===== src/rtl/gray_frame_writer.sv =====
// rtl/gray_frame_writer.sv - buffers grayscale pixels and writes them to frame memory at sequential addresses
// Build macro GRAY_THRESH_EN binarises each written pixel against THRESH.
module gray_frame_writer #(
  parameter int N          = 2,
  parameter int M          = 2,
  parameter int ADDR_W     = 8,
  parameter int BASE_ADDR  = 0,
  parameter int FIFO_DEPTH = 4,
  parameter int THRESH     = 128
) (
  input  logic                                 clk,
  input  logic                                 rst,
  input  logic                                 gw_enable,
  input  logic [7:0]                           din,
  input  logic                                 din_valid,
  output logic                                 din_ready,
  output logic                                 mem_wr_en,
  output logic [ADDR_W-1:0]                    mem_addr,
  output logic [7:0]                           mem_wdata,
  input  logic                                 mem_ready,
  output logic [((N > 1) ? $clog2(N) : 1)-1:0] row,
  output logic [((M > 1) ? $clog2(M) : 1)-1:0] col,
  output logic                                 gw_done
);

  localparam int TOTAL = N * M;
  localparam int CNT_W = $clog2(TOTAL + 1);
  localparam int PTR_W = $clog2(FIFO_DEPTH);
  localparam int ROW_W = (N > 1) ? $clog2(N) : 1;
  localparam int COL_W = (M > 1) ? $clog2(M) : 1;

  localparam logic [CNT_W-1:0]  TOTAL_C  = CNT_W'(TOTAL);
  localparam logic [CNT_W-1:0]  LAST_C   = CNT_W'(TOTAL - 1);
  localparam logic [COL_W-1:0]  COL_LAST = COL_W'(M - 1);
  localparam logic [ADDR_W-1:0] BASE_C   = ADDR_W'(BASE_ADDR);

  typedef enum logic [1:0] {
    S_IDLE,
    S_ACTIVE,
    S_DONE
  } state_t;

  state_t state, state_nxt;

  logic [7:0]       fifo_mem [FIFO_DEPTH];
  logic [PTR_W:0]   wr_ptr, rd_ptr;
  logic             fifo_empty, fifo_full;
  logic [7:0]       head, pix_out;
  logic [CNT_W-1:0] accepted, written;
  logic             push, pop, clear;

  // Extra pointer bit distinguishes full from empty when the indices match.
  assign fifo_empty = (wr_ptr == rd_ptr);
  assign fifo_full  = (wr_ptr[PTR_W] != rd_ptr[PTR_W]) &&
                      (wr_ptr[PTR_W-1:0] == rd_ptr[PTR_W-1:0]);
  assign head       = fifo_mem[rd_ptr[PTR_W-1:0]];
  assign mem_addr   = BASE_C + ADDR_W'(written);

`ifdef GRAY_THRESH_EN
  localparam logic [7:0] THRESH_C = 8'(THRESH);
  assign pix_out = (head >= THRESH_C) ? 8'hFF : 8'h00;
`else
  assign pix_out = head;
`endif

  always_comb begin
    state_nxt = state;
    din_ready = 1'b0;
    mem_wr_en = 1'b0;
    gw_done   = 1'b0;
    clear     = 1'b0;
    case (state)
      S_IDLE: begin
        clear = 1'b1;
        if (gw_enable) state_nxt = S_ACTIVE;
      end
      S_ACTIVE: begin
        din_ready = gw_enable && !fifo_full && (accepted < TOTAL_C);
        mem_wr_en = !fifo_empty;
        // A write presented during an abort still completes if memory takes it now.
        if (mem_wr_en && mem_ready && (written == LAST_C)) begin
          state_nxt = S_DONE;
        end else if (!gw_enable) begin
          state_nxt = S_IDLE;
          clear     = 1'b1;
        end
      end
      S_DONE: begin
        gw_done   = 1'b1;
        clear     = 1'b1;
        state_nxt = S_IDLE;
      end
      default: state_nxt = S_IDLE;
    endcase
  end

  assign push      = din_valid && din_ready;
  assign pop       = mem_wr_en && mem_ready;
  assign mem_wdata = mem_wr_en ? pix_out : 8'h00;

  always_ff @(posedge clk or posedge rst) begin
    if (rst) begin
      state    <= S_IDLE;
      wr_ptr   <= '0;
      rd_ptr   <= '0;
      accepted <= '0;
      written  <= '0;
      row      <= '0;
      col      <= '0;
    end else begin
      state <= state_nxt;
      if (clear) begin
        wr_ptr   <= '0;
        rd_ptr   <= '0;
        accepted <= '0;
        written  <= '0;
        row      <= '0;
        col      <= '0;
      end else begin
        if (push) begin
          wr_ptr   <= wr_ptr + 1'b1;
          accepted <= accepted + 1'b1;
        end
        if (pop) begin
          rd_ptr  <= rd_ptr + 1'b1;
          written <= written + 1'b1;
          if (col == COL_LAST) begin
            col <= '0;
            row <= row + 1'b1;
          end else begin
            col <= col + 1'b1;
          end
        end
      end
    end
  end

  // Storage needs no reset: the pointers define which entries are valid.
  always_ff @(posedge clk) begin
    if (push) fifo_mem[wr_ptr[PTR_W-1:0]] <= din;
  end

endmodule

===== config.mk =====
export PLATFORM = sky130hd
export DESIGN_NAME = gray_frame_writer
export DESIGN_NICKNAME = d
export VERILOG_FILES = /design/src/rtl/gray_frame_writer.sv
export SDC_FILE = /design/constraint.sdc
export NUM_CORES = 1
export LEC_CHECK = 0
export CAP_MARGIN = 10
export CORE_MARGIN = 10
export CORE_UTILIZATION = 48
export CTS_CLUSTER_SIZE = 28
export DETAILED_ROUTE_END_ITERATION = 8
export PLACE_DENSITY_LB_ADDON = 0.2
export RECOVER_POWER = 100
export SLEW_MARGIN = 20
export SYNTH_ARGS = -nofsm -noshare
export SYNTH_HDL_FRONTEND = slang
export SYNTH_SLANG_ARGS = --single-unit

===== constraint.sdc =====
create_clock -name clk -period 1.71 [get_ports clk]
set_input_delay 0.342 -clock clk [delete_from_list [all_inputs] [get_ports clk]]
set_output_delay 0.342 -clock clk [all_outputs]
set_load 0.02 [all_outputs]

==> images/gate_families.png <==
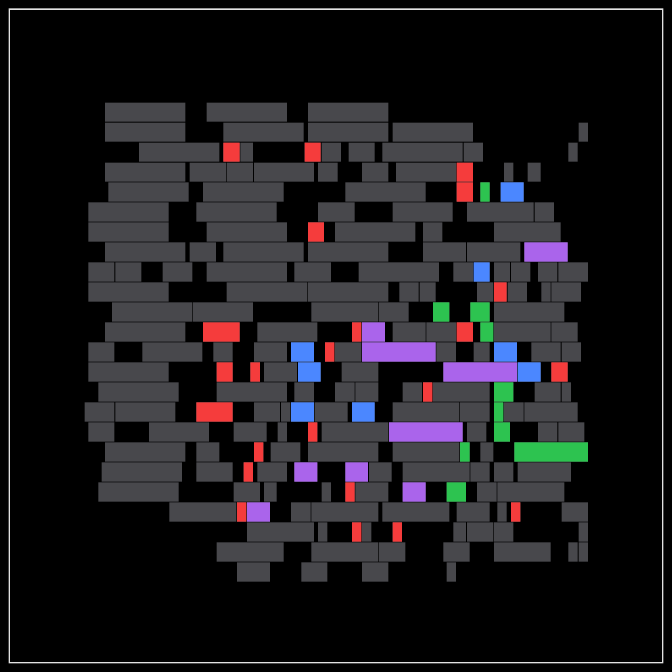
legend:
  XOR/XNOR gates:
    colour: purple
    cells: 9
    most_used: xnor2_1
  AND and OR gates:
    colour: blue
    cells: 8
    most_used: and2_4
  NAND gates:
    colour: green
    cells: 10
    where: east
  NOR gates:
    colour: red
    cells: 23
    most_used: nor2_1
Final Non-Filler Cells: 261
multi-input gate share of the layout cell area: 30.5%
most instantiated logic cell after routing: edfxtp_1

==> images/clock_map.png <==
The bar under the picture is 20 microns long.
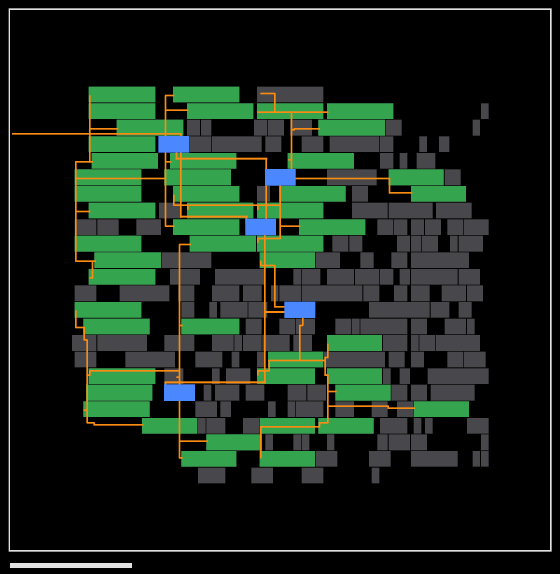
legend:
  cells driving clock nets:
    colour: blue
    count: 5
  flip-flops:
    colour: green
    count: 48
  clock wires:
    colour: orange
    length: 492 microns
routed clock nets: 6
final setup skew: 2.76 ps
Clock Power Share: 36.6%
P_clk: 812 uW
Latency at later pin: 300 ps

==> impl_metrics.tcl <==
# metrics dict for downstream scripts
set metrics [dict create \
    outcome "finished with violations" \
    violations "negative setup slack" \
    cp_cell_sequence "buf_6 -> mux4_2 -> nor2b_1 -> buf_2" \
    drc 0 \
    cts.sinks 48 \
    ys_area_sq_mm 0.00226 \
    setup-tns-final_ps -4450 \
    netlist_instances 147 \
    drv_cap 0 \
    netlist_area_sq_mm 0.00226 \
    final_antenna_net_count 0 \
    chipArea_sq_mm 0.00787 \
    p_leak_nw 1.15 \
    required_ps 1370 \
    yosysTopAreaCellShare_pct 42.4 \
    first_global_vias 1533 \
    critPathTopFamily "multiplexers" \
    postLayoutSetupSlackWorst_ps -272 \
    cp_max_fo 8 \
    fmax_mhz 505 \
    fin_nets 229 \
    row_count 24 \
    startpoint_type "register" \
    diodes 0 \
    vias_per_cell 5.25 \
    fin_crit_ps 1980 \
    dpl_cell_area_sq_mm 0.00279 \
    lay_top_cells "edfxtp_1 (32), buf_4 (23), dfrtp_1 (14), nor2_1 (12), buf_6 (10)" \
    grt_overflow_total 0 \
    avgSynthCellArea_sq_um 15.4 \
    ys_types 35 \
    io_buffers 28 \
    clock_path_buffers 2 \
    slew_headroom_pct 39.6 \
    coreArea_sq_mm 0.00447 \
    crit_buf_inv 2 \
    grt_pass1_wl_mm 7.53 \
    htreeDepth 2 \
    cts_inserted_buffers 5 \
    power_density_mw_per_mm2 735 \
    antenna_found_initial 0 \
    final_area_sq_mm 0.00302 \
    hp-class "reg -> reg" \
    ir_worst_vdd_mv 0.597 \
    place_congestion 0.851 \
    io_pins 34 \
    vias 1369 \
    max_stage_delay_ps 520 \
    setup_violations 49 \
    track_usage_pct 12.9 \
    topCellsByArea "edfxtp_1 (42%), dfrtp_1 (18%), mux4_1 (4.6%), ha_1 (4.4%), mux4_2 (4.0%)" \
    grt_max_degree 17 \
    cp_slowest_cell "mux4_2" \
    ys_cells 147 \
    finalCritPeriodShare_pct 116 \
    drt_iter0_drc 44 \
    criticalPathCategory "reg -> out" \
    placedCellCount 247 \
    regToRegSetupSlack_ps -120 \
    arrival_ps 1640 \
    final-hold-violation-count 0 \
]
==> images/registers.png <==
The bar under the picture is 20 microns long. Other sequential cells in the stronger grey, the rest of the logic in the fainter grey.
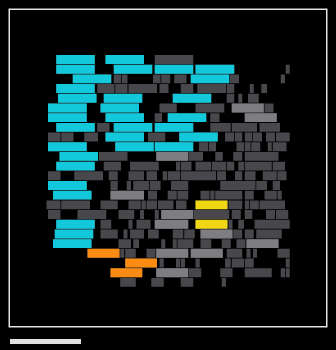
legend:
  `accepted`:
    colour: orange
    sequential_cells: 3
  `fifo_mem`:
    colour: cyan
    sequential_cells: 32
  `state`:
    colour: yellow
    sequential_cells: 2
not coloured: 11
Final Core Density: 67.4%
Flop area: 0.00136 sq mm

sequential cells by signal, indices dropped and copies added (netlist names):
register / cells
wr_ptr: 3
accepted: 3
state: 2
written: 3
fifo_mem: 32
row: 1
rd_ptr: 3
col: 1
cells by family (layout without fill, tap and decap cells):
logic type	after synthesis	after routing	share of synthesized area [%]
flops	48	48	60.1
simple gates	41	41	10.1
compound gates	14	14	6.24
buf+inv	14	72	3.98
mux	12	12	10.4
xor+xnor	9	9	4.64
fa+ha+maj	8	8	4.42
other cells	1	5	0.166
final cells by class:
type	instances	area (sq um)
fillers	333	1460
well taps	52	65.1
flip-flops and latches	48	1360
repair buffers	58	529
multi-input cells	89	920
inverters	6	22.5
clock inverters	3	47.5
clock buffers	5	68.8
per-stage QoR:
stage | setup slack, ps | util, % | hold WS, ps
3_5_place_dp | -440 | 62.4 | 536
4_1_cts | -298 | 67.4 | 357
2_1_floorplan | -31.1 | - | 256
3_3_place_gp | -398 | 62.4 | 506
5_1_grt | -374 | 67.4 | 597
6_report | -272 | 67.4 | 542
synthesized netlist by cell type, drive strengths merged:
master    n
a211oi    1
a21bo     1
a21oi     3
a311oi    1
a31oi     6
and2      4
and3b     1
buf       8
conb      1
dfrtp    16
edfxtp   32
ha        8
inv       6
mux2i     4
mux4      8
nand2     4
nand2b    1
nand3     1
nand3b    3
nand4bb   1
nor2     12
nor2b    10
nor3      1
o21ai     1
o31ai     1
or2       1
or3       1
or3b      1
xnor2     8
xor2      1
power breakdown:
| group | switching [mW] | leakage, nW | internal (mW) |
|---|---|---|---|
| registers | 0.00394 | 0.507 | 1.25 |
| clock network | 0.372 | 0.0583 | 0.440 |
| logic | 0.0774 | 0.583 | 0.0755 |
worst register-to-register path, stage by stage, from the launching register on:
cell and delay, ps:
dfrtp_1 390, buf_4 160, xnor2_4 130, buf_6 140, a31oi_1 440, o31ai_4 110
buf_12 160, nor3_1 210
path summary, 6_finish.rpt:
check | startpoint | endpoint | cells past startpoint
setup reg to reg | rd_ptr[0] | rd_ptr[2] | 7
hold / removal | accepted[1] | accepted[1] | 2
max in group asynchronous | rst | wr_ptr[1] | 3
hold reg to reg | accepted[1] | accepted[1] | 2
setup / recovery | rd_ptr[0] | mem_wdata[3] | 4
min in group asynchronous | rst | written[1] | 3
what timing repair did:
action | CTS | global route
resized | 74 | 8
hold buffers | 0 | 0
buffers inserted | 6 | 0
setup endpoints to repair | 58 | 58
pin swaps | 8 | 3
layer usage:
layer	vias to the layer above	GRT usage, %	wire length (microns)
li1	644	-	-
met1	679	13.6	1800
met2	39	23.3	2520
met3	7	4.50	293
met4	0	3.96	58
met5	-	0	0
Power and IR drop assume default switching activity.
